$ cat src/rtl/imem_loader_if.sv
// Byte-stream and instruction-memory write bundle for imem_loader.
//   master : stream source / system side (drives start and bytes, observes status)
//   slave  : the loader (accepts bytes, drives the imem write port and status)
interface imem_loader_if;
  logic        start_i;
  logic [7:0]  byte_i;
  logic        byte_valid_i;
  logic        byte_ready_o;
  logic [31:0] addr_imem_ram_o;
  logic [31:0] wr_instr_imem_ram_o;
  logic        wr_en_imem_ram_o;
  logic        busy_o;
  logic        done_o;
  logic        err_o;
  logic [15:0] words_written_o;

  modport master (
    output start_i, byte_i, byte_valid_i,
    input  byte_ready_o, addr_imem_ram_o, wr_instr_imem_ram_o, wr_en_imem_ram_o,
           busy_o, done_o, err_o, words_written_o
  );

  modport slave (
    input  start_i, byte_i, byte_valid_i,
    output byte_ready_o, addr_imem_ram_o, wr_instr_imem_ram_o, wr_en_imem_ram_o,
           busy_o, done_o, err_o, words_written_o
  );
endinterface

$ cat src/rtl/imem_loader.sv
// Boot loader: receives a framed byte stream (16-bit LE word count, LE 32-bit
// words, XOR checksum over the data bytes) and writes each word into the
// instruction memory with a single-cycle strobe.
// Ports:
//   clk    rising-edge clock
//   rst_n  async active-low reset
//   bus    imem_loader_if.slave: start/byte stream in, imem write port and
//          busy/done/err/words_written status out
module imem_loader #(
  parameter logic [31:0] BASE_ADDR = 32'h0,
  parameter int unsigned MAX_WORDS = 512
) (
  input  logic          clk,
  input  logic          rst_n,
  imem_loader_if.slave  bus
);

  localparam logic [16:0] MAX_CNT = 17'(MAX_WORDS);

  typedef enum logic [2:0] {
    S_IDLE, S_LEN0, S_LEN1, S_DATA, S_WRITE, S_CSUM, S_DONE, S_ERR
  } state_e;

  state_e      state_q, state_d;
  logic [15:0] count_q, count_d;
  logic [15:0] idx_q, idx_d;
  logic [1:0]  bcnt_q, bcnt_d;
  logic [31:0] word_q, word_d;
  logic [31:0] wdata_q, wdata_d;
  logic [7:0]  csum_q, csum_d;
  logic        rdy_q, rdy_d;
  logic        wen_q, wen_d;
  logic        busy_q, busy_d;
  logic        done_q, done_d;
  logic        err_q, err_d;

  logic        xfer;
  logic [15:0] len_full;

  // ready is registered, so a transfer is judged against the flop value
  assign xfer     = bus.byte_valid_i & rdy_q;
  assign len_full = {bus.byte_i, count_q[7:0]};

  always_comb begin
    state_d = state_q;
    count_d = count_q;
    idx_d   = idx_q;
    bcnt_d  = bcnt_q;
    word_d  = word_q;
    wdata_d = wdata_q;
    csum_d  = csum_q;
    done_d  = done_q;
    err_d   = err_q;

    case (state_q)
      S_IDLE: if (bus.start_i) begin
        state_d = S_LEN0;
        done_d  = 1'b0;
        err_d   = 1'b0;
        idx_d   = '0;
        csum_d  = '0;
      end
      S_LEN0: if (xfer) begin
        count_d[7:0] = bus.byte_i;
        state_d      = S_LEN1;
      end
      S_LEN1: if (xfer) begin
        count_d[15:8] = bus.byte_i;
        bcnt_d        = '0;
        if ({1'b0, len_full} > MAX_CNT) state_d = S_ERR;
        else if (len_full == 16'd0)     state_d = S_CSUM;
        else                            state_d = S_DATA;
      end
      S_DATA: if (xfer) begin
        word_d[{bcnt_q, 3'b000} +: 8] = bus.byte_i;
        csum_d = csum_q ^ bus.byte_i;
        bcnt_d = bcnt_q + 2'd1;
        if (bcnt_q == 2'd3) begin
          wdata_d = word_d;
          state_d = S_WRITE;
        end
      end
      S_WRITE: begin
        idx_d = idx_q + 16'd1;
        // 17-bit compare so idx+1 cannot wrap
        if (({1'b0, idx_q} + 17'd1) < {1'b0, count_q}) state_d = S_DATA;
        else                                           state_d = S_CSUM;
      end
      S_CSUM: if (xfer) begin
        state_d = (bus.byte_i == csum_q) ? S_DONE : S_ERR;
      end
      S_DONE:  state_d = S_IDLE;
      S_ERR:   state_d = S_IDLE;
      default: state_d = S_IDLE;
    endcase

    // outputs are registered: decode them from the next state
    rdy_d  = (state_d == S_LEN0) || (state_d == S_LEN1) ||
             (state_d == S_DATA) || (state_d == S_CSUM);
    wen_d  = (state_d == S_WRITE);
    busy_d = (state_d != S_IDLE);
    if (state_d == S_DONE) done_d = 1'b1;
    if (state_d == S_ERR)  err_d  = 1'b1;
  end

  always_ff @(posedge clk or negedge rst_n) begin
    if (!rst_n) begin
      state_q <= S_IDLE;
      count_q <= '0;
      idx_q   <= '0;
      bcnt_q  <= '0;
      word_q  <= '0;
      wdata_q <= '0;
      csum_q  <= '0;
      rdy_q   <= 1'b0;
      wen_q   <= 1'b0;
      busy_q  <= 1'b0;
      done_q  <= 1'b0;
      err_q   <= 1'b0;
    end else begin
      state_q <= state_d;
      count_q <= count_d;
      idx_q   <= idx_d;
      bcnt_q  <= bcnt_d;
      word_q  <= word_d;
      wdata_q <= wdata_d;
      csum_q  <= csum_d;
      rdy_q   <= rdy_d;
      wen_q   <= wen_d;
      busy_q  <= busy_d;
      done_q  <= done_d;
      err_q   <= err_d;
    end
  end

  assign bus.byte_ready_o        = rdy_q;
  assign bus.wr_en_imem_ram_o    = wen_q;
  assign bus.wr_instr_imem_ram_o = wdata_q;
  assign bus.addr_imem_ram_o     = BASE_ADDR + {16'd0, idx_q};
  assign bus.busy_o              = busy_q;
  assign bus.done_o              = done_q;
  assign bus.err_o               = err_q;
  assign bus.words_written_o     = idx_q;

endmodule

$ cat src/flat_wrapper.sv
// flat-port wrapper written by rule: the top's interface ports become plain ports
module imem_loader_flat 
#(
  parameter logic [31:0] BASE_ADDR = 32'h0,
  parameter int unsigned MAX_WORDS = 512
)
  (clk, rst_n, bus_start_i, bus_byte_i, bus_byte_valid_i, bus_byte_ready_o, bus_addr_imem_ram_o, bus_wr_instr_imem_ram_o, bus_wr_en_imem_ram_o, bus_busy_o, bus_done_o, bus_err_o, bus_words_written_o);
  imem_loader_if bus_i ();
  input  logic clk;
  input  logic rst_n;
  input wire logic [$bits(bus_i.start_i)-1:0] bus_start_i;
  input wire logic [$bits(bus_i.byte_i)-1:0] bus_byte_i;
  input wire logic [$bits(bus_i.byte_valid_i)-1:0] bus_byte_valid_i;
  output wire logic [$bits(bus_i.byte_ready_o)-1:0] bus_byte_ready_o;
  output wire logic [$bits(bus_i.addr_imem_ram_o)-1:0] bus_addr_imem_ram_o;
  output wire logic [$bits(bus_i.wr_instr_imem_ram_o)-1:0] bus_wr_instr_imem_ram_o;
  output wire logic [$bits(bus_i.wr_en_imem_ram_o)-1:0] bus_wr_en_imem_ram_o;
  output wire logic [$bits(bus_i.busy_o)-1:0] bus_busy_o;
  output wire logic [$bits(bus_i.done_o)-1:0] bus_done_o;
  output wire logic [$bits(bus_i.err_o)-1:0] bus_err_o;
  output wire logic [$bits(bus_i.words_written_o)-1:0] bus_words_written_o;
  assign bus_i.start_i = bus_start_i;
  assign bus_i.byte_i = bus_byte_i;
  assign bus_i.byte_valid_i = bus_byte_valid_i;
  assign bus_byte_ready_o = bus_i.byte_ready_o;
  assign bus_addr_imem_ram_o = bus_i.addr_imem_ram_o;
  assign bus_wr_instr_imem_ram_o = bus_i.wr_instr_imem_ram_o;
  assign bus_wr_en_imem_ram_o = bus_i.wr_en_imem_ram_o;
  assign bus_busy_o = bus_i.busy_o;
  assign bus_done_o = bus_i.done_o;
  assign bus_err_o = bus_i.err_o;
  assign bus_words_written_o = bus_i.words_written_o;
  imem_loader #(.BASE_ADDR(BASE_ADDR), .MAX_WORDS(MAX_WORDS)) u_core (.clk(clk), .rst_n(rst_n), .bus(bus_i));
endmodule
$ cat config.mk
export PLATFORM = sky130hd
export DESIGN_NAME = imem_loader_flat
export DESIGN_NICKNAME = d
export VERILOG_FILES = /design/src/rtl/imem_loader_if.sv /design/src/rtl/imem_loader.sv /design/src/flat_wrapper.sv
export SDC_FILE = /design/constraint.sdc
export NUM_CORES = 1
export LEC_CHECK = 0
export CORE_ASPECT_RATIO = 0.8
export CORE_MARGIN = 2
export CORE_UTILIZATION = 56
export CTS_BUF_LIST = sky130_fd_sc_hd__clkbuf_4
export CTS_CLUSTER_SIZE = 28
export DETAILED_ROUTE_END_ITERATION = 12
export PLACE_DENSITY = 0.88
export SYNTH_ARGS = -nofsm -noshare
export SYNTH_HDL_FRONTEND = slang
export SYNTH_SLANG_ARGS = --single-unit
$ cat constraint.sdc
create_clock -name clk -period 4.25 [get_ports clk]
set_input_delay 0.85 -clock clk [delete_from_list [all_inputs] [get_ports clk]]
set_output_delay 0.85 -clock clk [all_outputs]
set_load 0.01 [all_outputs]
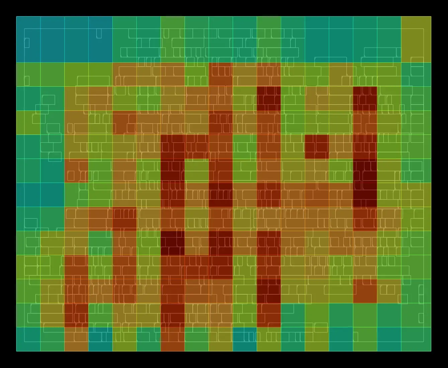
(run_1/congestion.png)
met3 GRT Util: 0.0557
met1 usage: 0.350

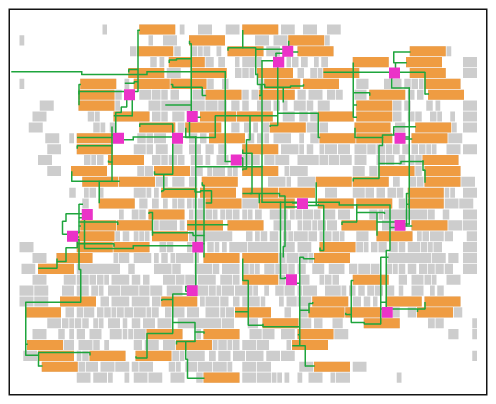
(run_1/clk_routes.png)
Scale: 4 px per um.
Key: magenta = clock drivers [count 17]; orange = flip-flops [count 114]; green = clock wires [length 1350 um]
There are 18 routed clock nets. Position of the flops: all over the die.

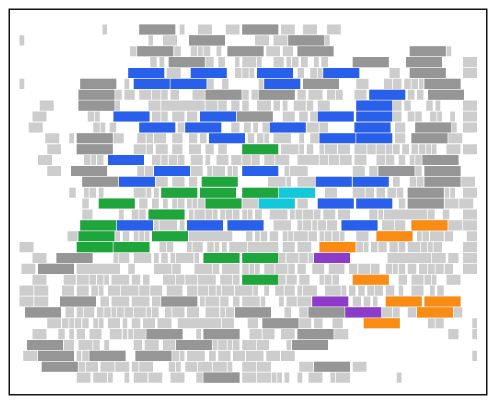
(run_1/flops_by_reg.png)
Scale: 4 px per um. Other sequential cells in the stronger gray, the rest of the logic in the fainter gray.
Key: green = `u_core.count_q` [sequential cells 16]; purple = `u_core.state_q` [sequential cells 3]; blue = `u_core.word_q` [sequential cells 32]; cyan = `u_core.bcnt_q` [sequential cells 2]; orange = `u_core.csum_q` [sequential cells 8, where lower right]
Another 53 sequential cells are not colored.
Sequential Area: 0.00285 sq mm
Seq. pwr: 1680 uW
post-layout util: 0.681

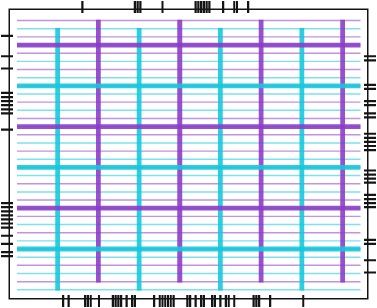
(run_1/power_grid.png)
Scale: 3 px per um. Pins as bars on the die edge.
Key: purple = VDD; cyan = VSS
97 signal pins sit on the boundary. 6 straps on met5. 8 straps on met4. The core has 33 rows.
Core Area: 0.0103 sq mm
Max VDD drop: 0.286 mV
die width: 119 um
die height: 96.0 um

==> changes_impl.md, run 1 <==
### Changed

* Outcome: complete, no violations
* Slowest CP cell: nor4_1
* Hold slack at 0.489 ns
* Yosys cell count at 619
* Synthesized area per cell at 9.57 sq um
* Combinational share of cell area at 0.382
* Max transition margin at 0.220
* Max cap viols at 0
* CTS hold repair buffers at 0
* H-Tree Depth at 4
* Slowest stage delay, CP at 0.56 ns
* Crit-path max FO at 9
* Net Sw Frac at 0.358
* P_int at 2690 uW
* N_taps at 140
* Deepest clock path buffer count at 2
* Clock-cell share of area at 0.0500
* Ys async rst share at 1.00
* Cells after DPL at 800
* Clk_buf instances at 18
* Iteration tally of the first detailed-router pass at 5
* Number of signal-net buffers in the layout at 88
* Diode count at 0
* Post-route cell area at 0.00700 sq mm
* Synthesized area at 0.00592 sq mm
* Adder share at 0.0465
* Basic Gates by Area at 0.168
* Setup ws final at 0.316 ns
* Layout cell share with drive strength beyond 1 at 0.0680
* Fin crit share at 0.926
* WP buf/inv at 0
* P&R area growth vs syn at 18.2%
* Clock sink total at 114
* Routed wire length at 14000 um
* Synth flops at 114
* Buffer share of cell area at 0.123
* Largest net degree at the start of global routing at 96
* RSZ-0062 raised after global routing: false
* Worst Hold Class: register to register
* Dominant kind of cell: registers
* Global-route wire length before repair at 23400 um
* XOR Share, Synth at 0.0296
* Initial antenna violation count at 0
* Mux cell area share at 0.00570
* Area occupied by multi-input gates at 0.00268 sq mm
* Fin. Hold Viols at 0
* Primary FF master, synth: dfrtp_1
* Total grt overflow at 0
* CP top delay family: simple AND/OR/NAND/NOR gates
* Sequential Power Share at 0.402
* Clk network pwr share at 0.235
* Clk_lat worst skew at 0.54 ns
* Post-DP Area at 0.00665 sq mm
* Worst slew pin tran at 1.17 ns
* Pre-CTS setup slack at 0.422 ns
* Via density at 5.86
* Cell Pwr Density at 598 mW/mm^2
* EDFF count, synth at 0
* OpenROAD warning count at 31
* Data required, critical path at 4.68 ns
* Period minus WS final at 3.93 ns
* DR iter-0 viols at 449
* CP Class: register to register
* Avg WL per Cell at 16.9 um
* Yosys aoi share at 0.192
run 1: layer usage:
layer,wire length [um],vias to the layer above,global-route usage,part of all wire
met5,0,-,0,0
met4,227,0,0.106,0.016
met3,827,24,0.0557,0.059
met2,6810,202,0.417,0.48
met1,6180,2406,0.350,0.44
li1,-,2237,-,-
run 1: power by group through the flow:
stage	clock network [uW]	logic, uW	registers [uW]
after floorplan	0	978	1660
after global placement	0	1420	1670
after detailed placement	0	1490	1700
after CTS	994	1520	1680
after global routing	1050	1680	1730
final	986	1520	1680
run 1: cells by family (layout without fill, tap and decap cells):
group | Yosys count | count (layout)
compound gates | 181 | 181
xor+xnor | 20 | 20
other cells | 1 | 16
fa+ha+maj | 22 | 22
mux | 3 | 3
buf+inv | 86 | 143
simple gates | 192 | 192
flops | 114 | 114
run 1: path summary, 6_finish.rpt:
path	start	end	slack [ns]	cells after the start
min reg2reg	u_core.bus.wr_instr_imem_ram_o[0]	u_core.bus.wr_instr_imem_ram_o[0]	0.49	2
min	u_core.bus.wr_instr_imem_ram_o[0]	u_core.bus.wr_instr_imem_ram_o[0]	0.49	2
min in group asynchronous	rst_n	u_core.csum_q[3]	0.51	1
max in group asynchronous	rst_n	u_core.bus.words_written_o[13]	2.83	2
max reg2reg	u_core.bus.words_written_o[0]	u_core.bus.busy_o	0.32	11
max	u_core.bus.words_written_o[0]	u_core.bus.busy_o	0.32	11
run 1: cells in the mapped netlist, types with 4 or more instances:
| library cell | n | area, sq um |
|---|---|---|
| inv_1 | 24 | 90.1 |
| ha_1 | 22 | 275 |
| nand2_1 | 75 | 282 |
| buf_2 | 8 | 40.0 |
| o21ai_1 | 5 | 25.0 |
| xor2_1 | 12 | 105 |
| a22o_1 | 40 | 350 |
| nor2b_1 | 48 | 300 |
| and3_1 | 5 | 31.3 |
| a21oi_1 | 42 | 210 |
| buf_4 | 32 | 240 |
| nand4_1 | 6 | 37.5 |
| dfrtp_1 | 114 | 2850 |
| clkbuf_1 | 21 | 78.8 |
| o31ai_1 | 4 | 30.0 |
| and2_1 | 7 | 43.8 |
| nor4_1 | 4 | 25.0 |
| nand3_1 | 13 | 65.1 |
| nor3_1 | 6 | 30.0 |
| o21ai_0 | 70 | 350 |
| nor2_1 | 16 | 60.1 |
| xnor2_1 | 8 | 70.1 |
run 1: state kept, by name, indices dropped and copies added (netlist names):
| name | cells |
|---|---|
| u_core.bus.wr_instr_imem_ram_o | 32 |
| u_core.bus.words_written_o | 16 |
| u_core.bus.byte_ready_o | 1 |
| u_core.bus.wr_en_imem_ram_o | 1 |
| u_core.csum_q | 8 |
| u_core.bus.busy_o | 1 |
| u_core.count_q | 16 |
| u_core.bus.done_o | 1 |
| u_core.bus.err_o | 1 |
| u_core.word_q | 32 |
| u_core.state_q | 3 |
| u_core.bcnt_q | 2 |
run 1: worst reg2reg max path, stage by stage, from the launching register on:
cell and delay [ns]:
dfrtp_1 0.49, ha_1 0.32, nand4_1 0.25, nor4_1 0.56, and3_1 0.30, xor2_1 0.18, ha_1 0.26, and3_1 0.17
a221oi_1 0.31, nand4_1 0.25, o31a_2 0.41, or3_1 0.31
==> run_1/placement_by_type.png <==
Scale: 4 px per um. Fill, decap, tap and diode cells in gray.
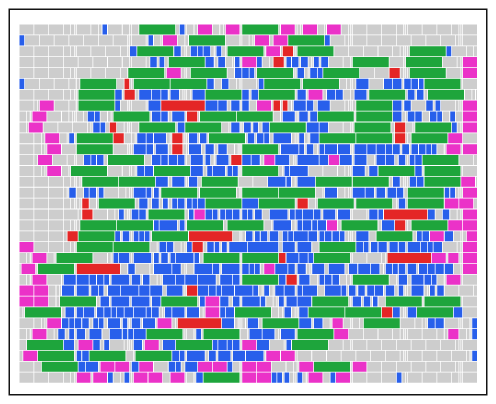

==> run 1 -> run 2 <==
Settings changed: CORE_UTILIZATION 56 to 54, CTS_BUF_LIST sky130_fd_sc_hd__clkbuf_4 to sky130_fd_sc_hd__clkbuf_4 sky130_fd_sc_hd__clkbuf_8 sky130_fd_sc_hd__clkbuf_16, PLACE_DENSITY 0.88 to 0.86.
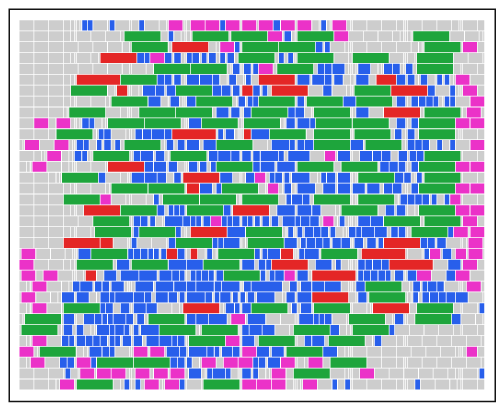
(run_2/placement_by_type.png)
Scale: 4 px per um. Fill, decap, tap and diode cells in gray.
Key: red = clock drivers and dummy loads [cells 32, share of their area 9.2%]; blue = combinational and other logic [cells 458, share of their area 39%]; magenta = remaining buffers and delay cells [cells 90, share of their area 12%]; green = sequential cells [cells 114, share of their area 40%]
post-route cell area: 0.00733 sq mm
Core Area: 0.0108 sq mm
sequential cell area share: 0.389
post-layout util: 0.681
FP Rows: 34

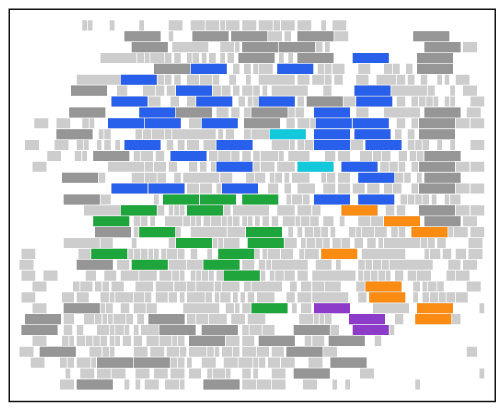
(run_2/flops_by_reg.png)
Scale: 4 px per um. Other sequential cells in the stronger gray, the rest of the logic in the fainter gray.
Key: orange = `u_core.csum_q` [sequential cells 8]; cyan = `u_core.bcnt_q` [sequential cells 2]; purple = `u_core.state_q` [sequential cells 3]; blue = `u_core.word_q` [sequential cells 32]; green = `u_core.count_q` [sequential cells 16, where center]
Another 53 sequential cells are not colored.

==> changes_impl.md, run 2 <==
### Changed

* Outcome: complete, no violations
* CTS buffer count at 17
* Die height at 97.7 um
* Total track usage at 0.257
* Avg WL per Cell at 17.4 um
* # Post-CTS Setup Buffers at 0
* OpenROAD warning count at 31
* # setup viols final at 0
* Data required, critical path at 4.54 ns
* Max cap viols at 0
* Yosys cell count at 619
* Synth flops at 114
* Crit-path max FO at 9
* Post-synth top area cell: dfrtp_1
* P&R area growth vs syn at 23.7%
* Sequential fraction of the synthesis area at 0.482
* Cell Pwr Density at 654 mW/mm^2
* Vias in the first global route at 4866
* Synth top cells by count: 114 x dfrtp_1, 75 x nand2_1, 70 x o21ai_0
* Layout cell share with drive strength beyond 1 at 0.0749
* Post-DP HPWL at 9500 um
* Yosys warning tally at 0
* I/O Pins at 97
* Post-synthesis cell type count at 50
* RSZ-0062 raised after global routing: false
* Synthesized area per cell at 9.57 sq um
* Setup TNS at 0 ns
* Chip area at 0.0118 sq mm
* Worst hold stages at 2
* Clock sink total at 114
* Init Core Util at 0.550
* Primary FF master, synth: dfrtp_1
* DR iter-0 viols at 386
* Fin crit share at 0.901
* Total grt overflow at 0
* Clk_lat worst skew at 0.41 ns
* DR DRC count at 0
* Fin. Hold Viols at 0
* Top Layout Cells: 114 x dfrtp_1, 79 x clkdlybuf4s50_1, 75 x nand2_1, 70 x o21ai_0, 48 x nor2b_1
* Period minus WS final at 3.83 ns
* CTS hold repair buffers at 0
* Nature of the critical path endpoint: register
* EDFF count, synth at 0
* Initial antenna violation count at 0
* Largest net degree at the start of global routing at 56
* Yosys Chip Area at 0.00592 sq mm
* Cell area leaders: dfrtp_1 48%, a22o_1 5.9%, o21ai_0 5.9%
* Global-route wire length before repair at 23700 um
* Setup ws final at 0.422 ns
* R2R cell count at 11
* Pre-CTS setup slack at 0.432 ns
* Startpoint types: register
* TritonCTS clock tree: built
* Max VDD drop at 0.290 mV
* CP Class: register to register
* Max Clock Skew at 0.00791 ns
* Remaining antenna violation count at 0
* Die width at 121 um
* Nets at 715
* Worst slew pin tran at 1.20 ns
* Iteration tally of the first detailed-router pass at 5
* Via density at 5.84
* Deepest clock path buffer count at 2
* Max transition margin at 0.195
* Ys async rst share at 1.00
* Hold slack at 0.477 ns
* Synthesized area at 0.00592 sq mm
* Worst Hold Class: register to register
* Total number of vias at 4897
* Cells after Synth at 619
* Count leader, synth: dfrtp_1
* PortBufs at 80
* PostCTS Resize Cnt at 0
* Diode count at 0
* RD Place Congestion at 0.848
* Area leader share at 0.482
* Root buffer cell: clkbuf_16
* Worst Path Arrival at 4.12 ns
* H-Tree Depth at 4
* Leak at 0.00329 uW
* Most frequent logic cell in the layout: dfrtp_1
* Routed wire length at 14600 um
* Clock Pin Slew Worst Setup and Hold Paths at 0.06 ns
* Peak Freq at 261 MHz
run 2: cell counts after synthesis:
No cell type changed its count.
run 2: area by class of cell:
class,instances,area [sq um]
fillers,782,3440
flip-flops and latches,114,2850
multi-input cells,434,2680
repair buffers,90,873
clock buffers,19,447
clock inverters,13,209
well taps,144,180
inverters,24,90.1
run 2: cell families (layout without fill, tap and decap cells):
group	after synthesis	count (layout)	share of synthesized area
AOI/OAI and AO/OA	181	181	0.192
xor gates and xnor gates	20	20	0.0296
and+or+nand+nor	192	192	0.168
buffers and inverters	86	146	0.0765
adders and majority gates	22	22	0.0465
muxes	3	3	0.00570
DFF	114	114	0.482
other	1	16	0.000633
run 2: through the flow:
| step | cells | power [uW] | cell area [sq um] |
|---|---|---|---|
| 2_1_floorplan | 634 | 2640 | 5980 |
| 3_3_place_gp | 806 | 3100 | 6670 |
| 3_5_place_dp | 806 | 3190 | 6670 |
| 4_1_cts | 838 | 4800 | 7330 |
| 5_1_grt | 838 | 5070 | 7330 |
| 6_report | 838 | 4790 | 7330 |
run 2: worst paths after layout:
kind | from | end | slack, ns
min in group asynchronous | rst_n | u_core.csum_q[7] | 0.49
hold reg to reg | u_core.bus.wr_instr_imem_ram_o[9] | u_core.bus.wr_instr_imem_ram_o[9] | 0.48
setup / recovery | u_core.bus.words_written_o[0] | u_core.bus.busy_o | 0.42
hold / removal | u_core.bus.wr_instr_imem_ram_o[9] | u_core.bus.wr_instr_imem_ram_o[9] | 0.48
setup reg to reg | u_core.bus.words_written_o[0] | u_core.bus.busy_o | 0.42
max in group asynchronous | rst_n | u_core.count_q[14] | 2.86
run 2: metal layers:
| layer | up-vias | track usage | part of all wire |
|---|---|---|---|
| li1 | 2243 | - | - |
| met1 | 2381 | 0.340 | 0.42 |
| met2 | 233 | 0.392 | 0.48 |
| met3 | 40 | 0.0704 | 0.077 |
| met4 | 0 | 0.126 | 0.026 |
| met5 | - | 0 | 0 |
run 2: critical path: stages (launching register included):
cell      delay [ns]
dfrtp_1         0.48
ha_1            0.32
nand4_1         0.24
nor4_1          0.56
and3_1          0.29
xor2_1          0.16
ha_1            0.26
and3_1          0.16
a221oi_1        0.28
nand4_1         0.24
o31a_2          0.42
or3_1           0.31
run 2: power by group:
| part | total (uW) | switching, uW | internal, uW | leakage (uW) |
|---|---|---|---|---|
| sequential | 1700 | 288 | 1410 | 0.00152 |
| combinational | 1520 | 817 | 707 | 0.00145 |
| clock | 1570 | 508 | 1060 | 0.000313 |
| total | 4790 | 1610 | 3180 | 0.00329 |
==> run_2/power_grid.png <==
Scale: 3 px per um. Pins as bars on the die edge.
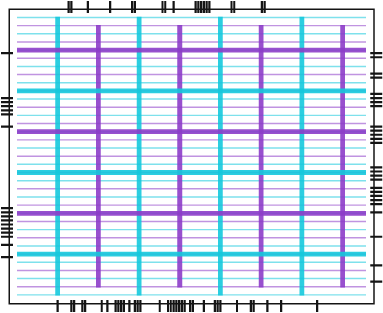

==> run 2 -> run 3 <==
Settings changed: CELL_PAD_IN_SITES_DETAIL_PLACEMENT set to 1, CELL_PAD_IN_SITES_GLOBAL_PLACEMENT set to 1, CORE_UTILIZATION 54 to 37, PLACE_DENSITY 0.86 to 0.81.
Clock period 4.25 ns to 3.3 ns, I/O delays scaled along.
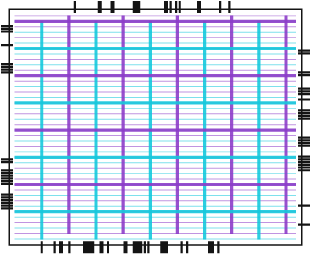
(run_3/power_grid.png)
Scale: 2 px per um. Pins as bars on the die edge.
Key: cyan = VSS; purple = VDD
10 straps on met4. 42 met1 rails follow the rows. The core has 41 rows. 8 straps on met5.
Max VDD drop: 0.466 mV
die height: 117 um
Core Area: 0.0157 sq mm
die width: 145 um

==> changes_impl.md, run 3 <==
### Changed

* Fill cells at 1797
* Cell Pwr Density at 817 mW/mm^2
* P_int at 4070 uW
* Max Clock Skew at 0.00412 ns
* R2R setup slack at 0.03 ns
* RR Startpoint: u_core.bus.words_written_o[3]
* Outcome: complete, no violations
* Sequential fraction of the synthesis area at 0.482
* Total grt overflow at 0
* RD Place Congestion at 0.810
* Logic pwr share at 0.344
* P&R area growth vs syn at 28.6%
* Primary FF master, synth: dfrtp_1
* Switching Power at 2150 uW
* Count leader, synth: dfrtp_1
* CP cell instances: and2_1 > nand4_1 > nor2_2 > buf_4 > xor2_2 > ha_1 > and3_1 > o21ai_0 > a31o_2 > nand4_1 > o31a_2 > or3_1
* Vias in the first global route at 5315
* Max cap viols at 0
* Post-synthesis cell type count at 50
* Period minus WS final at 3.27 ns
* Clock sink total at 114
* Fin crit share at 0.992
* Root buffer cell: clkbuf_16
* Global-route wire length before repair at 27600 um
* Post-route cell area at 0.00762 sq mm
* Diode count at 0
* Post-DP HPWL at 11400 um
* Largest net degree at the start of global routing at 77
* Clk_lat worst skew at 0.42 ns
* Iteration tally of the first detailed-router pass at 4
* Init Core Util at 0.377
* CP Class: register to register
* Total number of vias at 4928
* Synth flops at 114
* Net Sw Frac at 0.346
* Ys async rst share at 1.00
* Deepest clock path buffer count at 2
* # setup viols final at 0
* Setup ws final at 0.0251 ns
* WP buf/inv at 1
* Sequential Power Share at 0.347
* Worst Hold Class: primary input to async pin
* I/O Pins at 97
* DR DRC count at 0
* EDFF count, synth at 0
* Layout cell share with drive strength beyond 1 at 0.117
* Crit-path max FO at 4
* Synthesized area per cell at 9.57 sq um
* Clock Pin Slew Worst Setup and Hold Paths at 0.05 ns
* Post-DP Area at 0.00692 sq mm
* Fin. Hold Viols at 0
* Cells after Synth at 619
* FP Rows at 41
* Slowest CP cell: o31a_2
* Synth top cells by count: 114 x dfrtp_1, 75 x nand2_1, 70 x o21ai_0
* Worst Path Arrival at 3.57 ns
* Avg WL per Cell at 18.2 um
* Top Layout Cells: 114 x dfrtp_1, 79 x clkdlybuf4s50_1, 75 x nand2_1, 69 x o21ai_0, 48 x nor2b_1
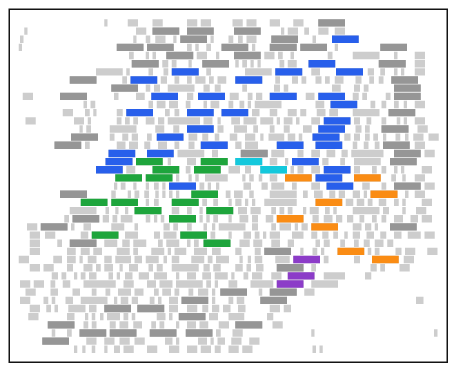
(run_3/flops_by_reg.png)
Scale: 3 px per um. Other sequential cells in the stronger gray, the rest of the logic in the fainter gray.
Key: purple = `u_core.state_q` [sequential cells 3]; cyan = `u_core.bcnt_q` [sequential cells 2]; green = `u_core.count_q` [sequential cells 16]; blue = `u_core.word_q` [sequential cells 32]; orange = `u_core.csum_q` [sequential cells 8, where middle right]
Another 53 sequential cells are not colored.

run 3: cell types whose count changed in the layout (fill, tap and decap cells not counted), moves of 2 or more:
cell | before | now
clkinv_4 | 3 | 0
buf_4 | 11 | 35
nor2_1 | 16 | 14
nor2_2 | 0 | 2
nor4_2 | 1 | 3
clkinv_2 | 2 | 6
nor4_1 | 4 | 2
run 3: how the worst max path moves through the flow:
stage / startpoint / to / cells past startpoint
2_1_floorplan: u_core.bus.words_written_o[0] / u_core.bus.busy_o / 11
4_1_cts: u_core.bus.words_written_o[0] / u_core.bus.busy_o / 11
3_5_place_dp: u_core.bus.words_written_o[3] / u_core.bus.busy_o / 10
6_report: u_core.bus.words_written_o[3] / u_core.bus.busy_o / 12
5_1_grt: u_core.bus.words_written_o[1] / u_core.bus.busy_o / 11
3_3_place_gp: u_core.bus.words_written_o[0] / u_core.bus.busy_o / 11
run 3: kinds of logic after synthesis:
group	synth area share
mux	0.00570
flops	0.482
other cells	0.000633
buf+inv	0.0765
xor+xnor	0.0296
fa+ha+maj	0.0465
simple gates	0.168
compound gates	0.192
run 3: timing repair:
item / CTS / global route
gates resized: 2 / 8
setup buffers: 1 / 5
endpoints found under the setup margin: 2 / 4
gates cloned: 0 / 0
pin swaps: 5 / 6
run 3: cell type report:
type | instances | area [sq um] | area share
sequential | 114 | 2850 | 0.375
multi-input combinational | 434 | 2730 | 0.358
inverter | 24 | 90.1 | 0.0118
timing repair buffer | 115 | 1070 | 0.141
tap | 215 | 269 | 0.0353
clock inverter | 12 | 165 | 0.0217
clock buffer | 18 | 439 | 0.0577
run 3: power groups by stage:
stage          logic [uW]  clock network (uW)  registers [uW]
4_1_cts              2100                1950            2150
2_1_floorplan        1260                   0            2140
6_report             2140                1920            2160
5_1_grt              2390                2010            2210
3_5_place_dp         2060                   0            2170
3_3_place_gp         1960                   0            2130
run 3: metal layers:
| layer | global-route usage | routed length, um |
|---|---|---|
| met5 | 0 | 0 |
| met3 | 0.0508 | 797 |
| met1 | 0.257 | 7540 |
| met4 | 0.0850 | 350 |
| met2 | 0.356 | 8300 |
run 3: metrics by stage:
| stage | hold slack, ns | total power (uW) | TNS, ns | cells | utilization |
|---|---|---|---|---|---|
| after floorplan | 0.364 | 3400 | 0 | 634 | - |
| after global placement | 0.464 | 4090 | 0 | 896 | 0.441 |
| after detailed placement | 0.475 | 4230 | -0.0335 | 896 | 0.441 |
| after CTS | 0.225 | 6210 | 0 | 927 | 0.480 |
| after global routing | 0.253 | 6620 | -0.396 | 932 | 0.485 |
| final | 0.218 | 6230 | 0 | 932 | 0.485 |
run 3: worst reg2reg max path, cell delays in order, from the launching register on:
cell and delay, ns:
dfrtp_1 0.38, and2_1 0.20, nand4_1 0.23, nor2_2 0.25, buf_4 0.18, xor2_2 0.18
ha_1 0.27, and3_1 0.17, o21ai_0 0.19, a31o_2 0.19, nand4_1 0.19, o31a_2 0.39
or3_1 0.32
Power figures rest on the tool's default switching activity, not on a simulated workload.
